`config.mk`:
```
export PLATFORM = sky130hd
export DESIGN_NAME = expr_string_tx
export DESIGN_NICKNAME = d
export VERILOG_FILES = /design/src/rtl/expr_string_tx.sv
export SDC_FILE = /design/constraint.sdc
export NUM_CORES = 1
export LEC_CHECK = 0
export ABC_AREA = 1
export ABC_CLOCK_PERIOD_IN_PS = 2400
export CORE_MARGIN = 2
export CORE_UTILIZATION = 31
export CTS_CLUSTER_DIAMETER = 100
export DETAILED_ROUTE_END_ITERATION = 16
export HOLD_SLACK_MARGIN = 0.06
export MAX_ROUTING_LAYER = met4
export PLACE_DENSITY = 0.6
export SLEW_MARGIN = 20
export SYNTH_ARGS = -nofsm -noshare
export SYNTH_HDL_FRONTEND = slang
export SYNTH_SLANG_ARGS = --single-unit
```
`constraint.sdc`:
```
create_clock -name clk -period 2.4 [get_ports clk]
set_input_delay 0.48 -clock clk [delete_from_list [all_inputs] [get_ports clk]]
set_output_delay 0.48 -clock clk [all_outputs]
set_load 0.03 [all_outputs]
```
`src/rtl/expr_string_tx.sv`:
```
`default_nettype none
// ============================================================================
// expr_string_tx : buffers {digit, op} terms and streams them out as ASCII
// Revision 1.0
// ============================================================================
module expr_string_tx #(
  parameter int DEPTH = 8
) (
  input  logic                     clk,
  input  logic                     clr,
  input  logic                     wr_en,
  input  logic [3:0]               wr_digit,
  input  logic                     wr_op,
  input  logic                     start,
  input  logic                     out_ready,
  output logic [7:0]               out,
  output logic                     out_valid,
  output logic                     busy,
  output logic                     done,
  output logic                     full,
  output logic [$clog2(DEPTH):0]   count,
  output logic                     wr_err
);

  localparam int IW = $clog2(DEPTH);
  localparam int CW = IW + 1;

  localparam logic [1:0] S_IDLE  = 2'd0;
  localparam logic [1:0] S_DIGIT = 2'd1;
  localparam logic [1:0] S_OP    = 2'd2;
  localparam logic [1:0] S_DONE  = 2'd3;

  logic [1:0]    state_q, state_d;
  logic [CW-1:0] count_q, count_d;
  logic [IW-1:0] idx_q, idx_d;
  logic [3:0]    digit_q [DEPTH];
  logic [3:0]    digit_d [DEPTH];
  logic          op_q    [DEPTH];
  logic          op_d    [DEPTH];
  logic          wr_err_q, wr_err_d;

  logic w_idle;
  logic w_full;
  logic w_start_ok;
  logic w_wr_ok;
  logic w_last;

  assign w_idle     = (state_q == S_IDLE);
  assign w_full     = (count_q == CW'(DEPTH));
  assign w_start_ok = w_idle && start && (count_q != '0);
  // A start request in IDLE always takes precedence over a same-cycle write.
  assign w_wr_ok    = w_idle && wr_en && !start && !w_full && (wr_digit <= 4'd9);
  assign w_last     = ({1'b0, idx_q} == (count_q - CW'(1)));

  always_ff @(posedge clk) begin
    if (clr) begin
      state_q <= S_IDLE;
    end else begin
      state_q <= state_d;
    end
  end

  always_comb begin
    state_d = state_q;
    case (state_q)
      S_IDLE:  if (w_start_ok) state_d = S_DIGIT;
      S_DIGIT: if (out_ready) state_d = w_last ? S_DONE : S_OP;
      S_OP:    if (out_ready) state_d = S_DIGIT;
      S_DONE:  state_d = S_IDLE;
      default: state_d = S_IDLE;
    endcase
  end

  always_comb begin
    out       = 8'h00;
    out_valid = 1'b0;
    busy      = 1'b0;
    done      = 1'b0;
    case (state_q)
      S_DIGIT: begin
        out       = 8'h30 + {4'b0000, digit_q[idx_q]};
        out_valid = 1'b1;
        busy      = 1'b1;
      end
      S_OP: begin
        out       = op_q[idx_q] ? 8'h2A : 8'h2B;
        out_valid = 1'b1;
        busy      = 1'b1;
      end
      S_DONE: begin
        busy = 1'b1;
        done = 1'b1;
      end
      default: ;
    endcase
  end

  always_comb begin
    count_d  = count_q;
    idx_d    = idx_q;
    digit_d  = digit_q;
    op_d     = op_q;
    wr_err_d = wr_en && !w_wr_ok;
    if (w_wr_ok) begin
      digit_d[count_q[IW-1:0]] = wr_digit;
      op_d[count_q[IW-1:0]]    = wr_op;
      count_d                  = count_q + CW'(1);
    end
    if ((state_q == S_OP) && out_ready) begin
      idx_d = idx_q + IW'(1);
    end
    if (state_q == S_DONE) begin
      count_d = '0;
      idx_d   = '0;
    end
  end

  always_ff @(posedge clk) begin
    if (clr) begin
      count_q  <= '0;
      idx_q    <= '0;
      wr_err_q <= 1'b0;
    end else begin
      count_q  <= count_d;
      idx_q    <= idx_d;
      wr_err_q <= wr_err_d;
    end
  end

  // Buffer contents are only meaningful below count, so they need no reset.
  always_ff @(posedge clk) begin
    digit_q <= digit_d;
    op_q    <= op_d;
  end

  assign full   = w_full;
  assign count  = count_q;
  assign wr_err = wr_err_q;

endmodule
`default_nettype wire

```
Figure 1. M1 wires (run 1).
Supply wires on this layer in gray.
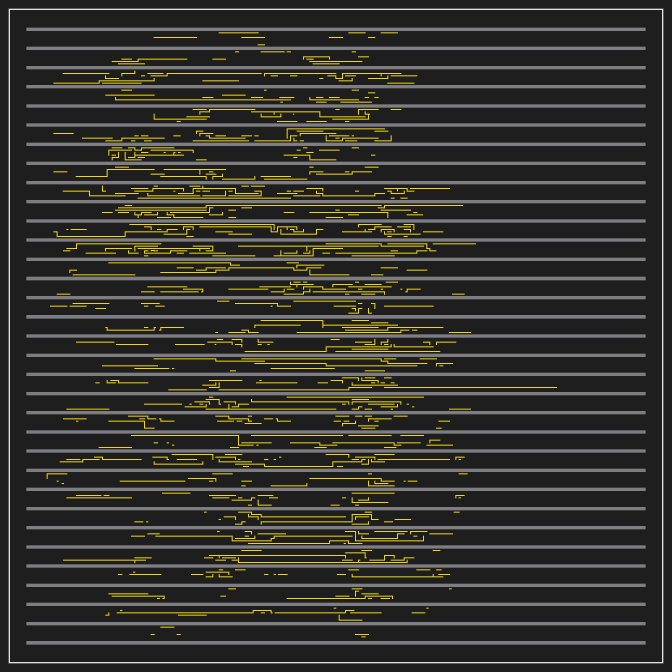
The longest straight run is 24.8 um. The wires run mostly horizontal. The layer holds 46% of the routed length.
Detailed Route WL: 5.083 mm
GR Util met1: 15.87%
vias post-DR: 1752

Figure 2. Placement density heat map (run 1).
The die is cut into 9 by 9 equal tiles; white is low, dark blue is high, 0 to 100% covered.
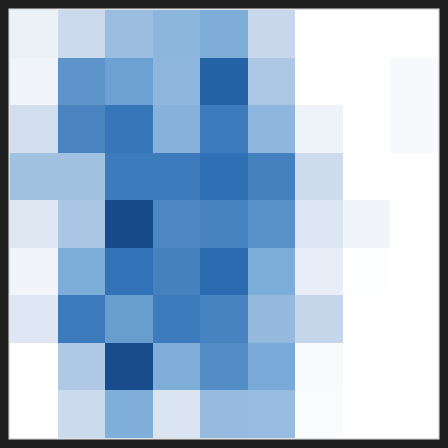
The mean over all tiles is 33%. The densest ninth of the die: center. 24% of the tiles are nearly empty. The emptiest ninth of the die: north-east. The fullest tile reaches 89%.

Figure 3. Routing congestion map (run 1).
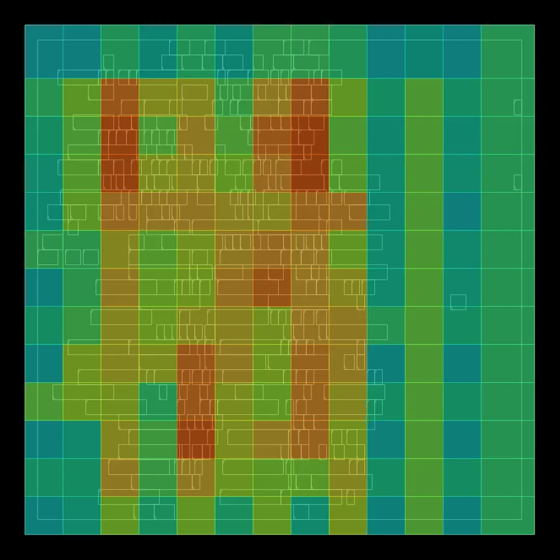
met2 GRT Util: 21.84%
Core Util, Final: 38.29%
drt wl/cell: 12.90 um
global-route usage over all layers: 12.95%
GRT Max-Usage Layer: met2

==> run_results.csv, run 1 <==
group,metric,value,unit
routing,dr.first_iter.drc_count,114,
critical_path,rr_startpoint,"count[1]",
floorplan,coreArea,7647,um2
routing,drcViolationCount,0,
run_status,outcome,"finished clean",
cells_and_area,final_cell_mix,"nand2_1 (54), edfxtp_1 (40), nand3_1 (33)",
placement,portBuffers,24,
final_timing,max_freq,436.0,MHz
final_timing,rsz0062_at_grt,"false",
logic_synthesis,avgSynthCellArea,9.594,um2
critical_path,crit_type,"reg2out",
logic_synthesis,yosysTopAreaCell,"edfxtp_1",
critical_path,startpoint,"state_q[0]",
power_and_ir_drop,p_leak,1.199,nW
cells_and_area,fin_nets,311,
critical_path,cp-end-kind,"output pin",
final_timing,finalWorstSetupSlack,0.1063,ns
clock_network,cts.sinks,50,
final_timing,slew_viol_final,0,
placement,hpwl,3.840,mm
routing,vias_per_cell,4.447,
routing,first_pass_iters,4,
global_route,grt_pass1_vias,1690,
clock_network,cts-root-buf,"clkbuf_8",
logic_synthesis,numSynthFlops,50,
clock_network,clkLatencyLatePin,0.30,ns
power_and_ir_drop,finalPower,2.395,mW
critical_path,cp_cell_sequence,"inv_1 > ha_1 > clkdlybuf4s50_1",
hold_path,worstHoldStart,"count[0]",
final_timing,period_used_share,95.57,%
final_timing,worstMarginPinSlew,0.5100,ns
hold_path,hp-class,"reg2reg",
cells_and_area,drive_gt1_share,14.04,%
logic_synthesis,yosys_cells,253,
critical_path,start_kind,"register",
placement,pre_cts_slack,0.1807,ns
floorplan,chipHeight,92.49,um
logic_synthesis,ys_seq_share,57.73,%
placement,dpl_cell_area,2841,um2
clock_network,cts_buffers,5,
-- run 1: cell usage after synthesis --
cell / n
inv_4: 1
o21ai_1: 1
inv_1: 29
xor2_1: 1
o211ai_1: 1
nor2_1: 21
nand2_4: 2
nor2_2: 2
edfxtp_1: 40
a21oi_1: 11
nand2_1: 54
buf_2: 2
nand3_1: 33
buf_6: 2
nor3_2: 1
nand2_2: 1
buf_4: 7
nor3_1: 3
clkinv_1: 1
dfxtp_1: 10
nand4_1: 2
inv_2: 2
nor2_4: 1
conb_1: 1
xnor2_1: 1
ha_1: 9
o22ai_1: 1
o21bai_1: 1
or2_2: 2
o21ai_0: 10
-- run 1: layer usage --
layer	vias to the layer above	global-route usage [%]	wire length (um)
met5	-	-	0
met4	0	4.104	43
met3	2	2.278	136
met2	34	21.84	2568
met1	810	15.87	2335
li1	906	-	-
-- run 1: sequential cells by signal, indices dropped and copies added (netlist names) --
register  flops
state_q       2
wr_err        1
digit_q      32
op_q          8
count         4
idx_q         3
-- run 1: worst max-delay path: cells and delay by family (launching register included) --
family / cells / cell delay, ns
fa+ha+maj: 1 / 0.34
flops: 1 / 0.40
buf+inv: 2 / 0.78
-- run 1: area by class of cell --
| cell class | count | area (um2) |
|---|---|---|
| Inverter | 33 | 126.4 |
| Clock inverter | 2 | 15.01 |
| Fill cell | 749 | 4720 |
| Multi-Input combinational cell | 160 | 818.3 |
| Tap cell | 102 | 127.6 |
| Sequential cell | 50 | 1403 |
| Clock buffer | 5 | 68.82 |
| Timing Repair Buffer | 42 | 369.1 |
-- run 1: path summary, 6_finish.rpt --
path           endpoint  slack [ns]  cells past startpoint
max           out_valid        0.11                      3
min            count[0]        0.55                      2
max reg2reg  digit_q[7]        0.52                     10
min reg2reg    count[0]        0.55                      2
-- run 1: logic make-up (layout without fill, tap and decap cells) --
kind of cell	after synthesis	count (layout)
and+or+nand+nor	122	122
DFF	50	50
buffers and inverters	44	82
AOI/OAI and AO/OA	25	25
adders and majority gates	9	9
xor gates and xnor gates	2	2
other	1	2
-- run 1: what timing repair did --
item,in CTS,in global routing
setup endpoints to repair,1,4
resized,1,2
gates cloned,0,0
setup buffers,0,0
-- run 1: stage by stage --
stage / cells / util (%) / hold WS [ns]
finish: 394 / 38.29 / 0.5509
CTS: 394 / 38.24 / 0.5514
global placement: 387 / 37.16 / 0.5271
detailed placement: 387 / 37.16 / 0.5391
floorplan: 254 / - / 0.5124
global route: 394 / 38.29 / 0.5901
-- run 1: power breakdown --
part	switching (mW)	internal [mW]	leakage (nW)
registers	0.0383	0.978	0.442
clock network	0.266	0.199	0.0362
logic	0.573	0.340	0.720
==> run 2: changes to the inputs <==
GPL_TIMING_DRIVEN = 0   (was default)
Figure 4. M1 wires (run 2).
Supply wires on this layer in gray.
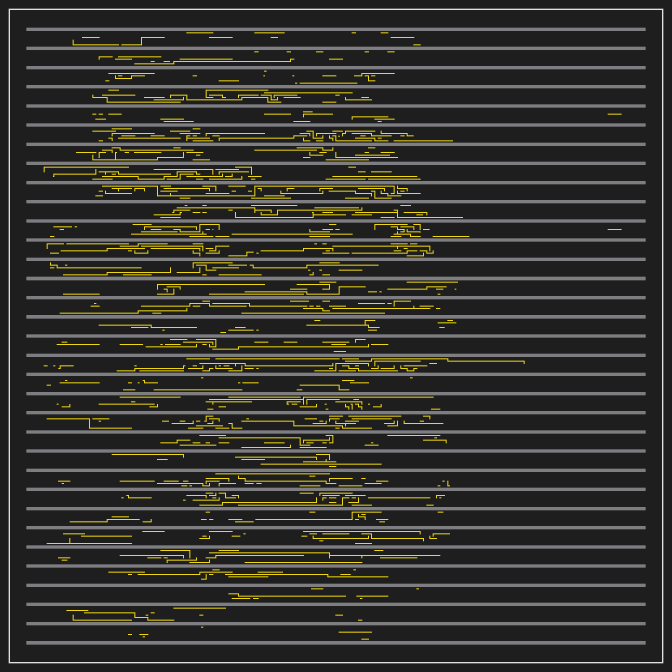
The layer holds 46% of the routed length. The longest straight run is 20.2 um. The layer carries 2380 um of wire.
Detailed Route WL: 5.209 mm
vias post-DR: 1759
GR Util met1: 15.85%

==> run 2 against run 1 <==
Core utilization shrank 0.34 points. Combinational power grew 0.7%. Worst setup slack lost 0.052 ns. Fmax shrank 2.2%. Largest cell class unchanged. Non-clock buffer count shrank 7. Clock power grew 5.6%. Die area is the same. Count of clock-buffer cells in the layout is the same. Critical endpoint unchanged. Sequential power is essentially flat. Cell count shrank 1.5%.
==> run_results.csv, run 2 <==
group,metric,value,unit
logic_synthesis,ys_async_sr_fraction,0,%
clock_network,clkLatencyLatePin,0.30,ns
logic_synthesis,avgSynthCellArea,9.594,um2
logic_synthesis,yosysTopAreaCell,"edfxtp_1",
placement,portBuffers,24,
critical_path,crit_type,"reg2out",
power_and_ir_drop,seq_power_share,41.9,%
run_status,outcome,"finished clean",
clock_network,cts_setup_buffers,0,
critical_path,cp-end-kind,"output pin",
final_timing,hold_viol,0,
power_and_ir_drop,p_leak,1.152,nW
cells_and_area,final_cell_mix,"nand2_1 (54), edfxtp_1 (40), nand3_1 (33)",
logic_synthesis,ys_seq_share,57.73,%
clock_network,cts.sinks,50,
hold_path,hp-class,"reg2reg",
critical_path,start_kind,"register",
logic_synthesis,yosys_cells,253,
logic_synthesis,numSynthFlops,50,
final_timing,max_freq,426.2,MHz
logic_synthesis,synth_cells,253,
cells_and_area,n_fill_cell,743,
global_route,grtUsageMet3,2.278,%
routing,vias_per_cell,4.534,
floorplan,chipHeight,92.49,um
logic_synthesis,yosysTopAreaCellShare,49.48,%
final_timing,rsz0062_at_grt,"true",
clock_network,cts-root-buf,"clkbuf_8",
logic_synthesis,common_cells,"nand2_1 (54), edfxtp_1 (40), nand3_1 (33), inv_1 (29), nor2_1 (21)",
power_and_ir_drop,internal_power,1.529,mW
cells_and_area,largest-register,"digit_q",
placement,hpwl,3.779,mm
final_timing,worstMarginPinSlew,0.5532,ns
power_and_ir_drop,swShare,37.03,%
power_and_ir_drop,power.share.clock,20.2,%
cells_and_area,fin_nets,304,
final_timing,fin_skew,0.003221,ns
clock_network,cts.repair.resized,15,
power_and_ir_drop,powerDensity,837.0,nW/um2
routing,dr.first_iter.drc_count,113,
global_route,grt_pass1_vias,1732,
floorplan,fp-utilization,31.74,%
final_timing,period_used_share,97.76,%
clock_network,cts_buffers,5,
routing,post_drt_wl_per_cell,13.43,um
cells_and_area,largest_register_ffs,32,
routing,drcViolationCount,0,
global_route,grtUsageTotal,13.10,%
placement,dpl_cell_area,2799,um2
cells_and_area,drive_gt1_share,12.94,%
logic_synthesis,yosysMostFrequentCell,"nand2_1",
floorplan,coreArea,7647,um2
[run 2: cell counts after synthesis]
Identical to the previous run, type by type.
[run 2: per-stage QoR]
step | hold slack, ns | util (%) | std cells | setup WS [ns] | total power, mW
4_1_cts | 0.5763 | 37.86 | 388 | 0.02423 | 2.440
2_1_floorplan | 0.5124 | - | 254 | 0.09996 | 1.660
3_5_place_dp | 0.5614 | 36.60 | 380 | -0.3999 | 1.973
5_1_grt | 0.6141 | 37.94 | 388 | -0.008624 | 2.562
6_report | 0.5808 | 37.94 | 388 | 0.05384 | 2.429
3_3_place_gp | 0.5414 | 36.60 | 380 | -0.3567 | 1.966
[run 2: final timing paths]
check / from / endpoint / slack (ns) / cells past startpoint
setup / recovery: state_q[0] / out_valid / 0.05 / 3
hold / removal: state_q[1] / state_q[1] / 0.58 / 2
setup reg to reg: count[0] / op_q[6] / 0.19 / 9
hold reg to reg: state_q[1] / state_q[1] / 0.58 / 2
[run 2: cell type report]
class                      instances  area [um2]  share of cell area, %
sequential                        50        1403                  48.34
multi-input combinational        160       825.8                  28.46
timing repair buffer              24       242.7                  8.366
tap                              102       127.6                  4.398
inverter                          33       126.4                  4.355
buffer                            11       87.58                  3.019
clock buffer                       5       68.82                  2.372
clock inverter                     3       20.02                 0.6900
[run 2: metal layers]
layer  wire, um  vias to the layer above
met4        111                        0
li1           -                      892
met3        234                        9
met5          0                        -
met1       2376                      808
met2       2486                       50
[run 2: logic make-up after synthesis]
| family | synth area share, % |
|---|---|
| compound gates | 5.413 |
| simple gates | 22.63 |
| buf+inv | 8.711 |
| fa+ha+maj | 4.639 |
| flops | 57.73 |
| xor+xnor | 0.7218 |
| other cells | 0.1545 |
[run 2: power by group through the flow]
| stage | Combinational [mW] | Sequential [mW] | Clock (mW) |
|---|---|---|---|
| 2_1_floorplan | 0.620 | 1.04 | 0 |
| 3_3_place_gp | 0.930 | 1.04 | 0 |
| 3_5_place_dp | 0.937 | 1.04 | 0 |
| 4_1_cts | 0.922 | 1.02 | 0.501 |
| 5_1_grt | 1.00 | 1.03 | 0.533 |
| 6_report | 0.919 | 1.02 | 0.491 |
[run 2: worst max-delay path, cell delays in order, from the launching register on]
cell and delay (ns):
dfxtp_1 0.39, inv_1 0.10, ha_1 0.38, clkdlybuf4s50_1 0.70
Power and IR drop assume default switching activity.
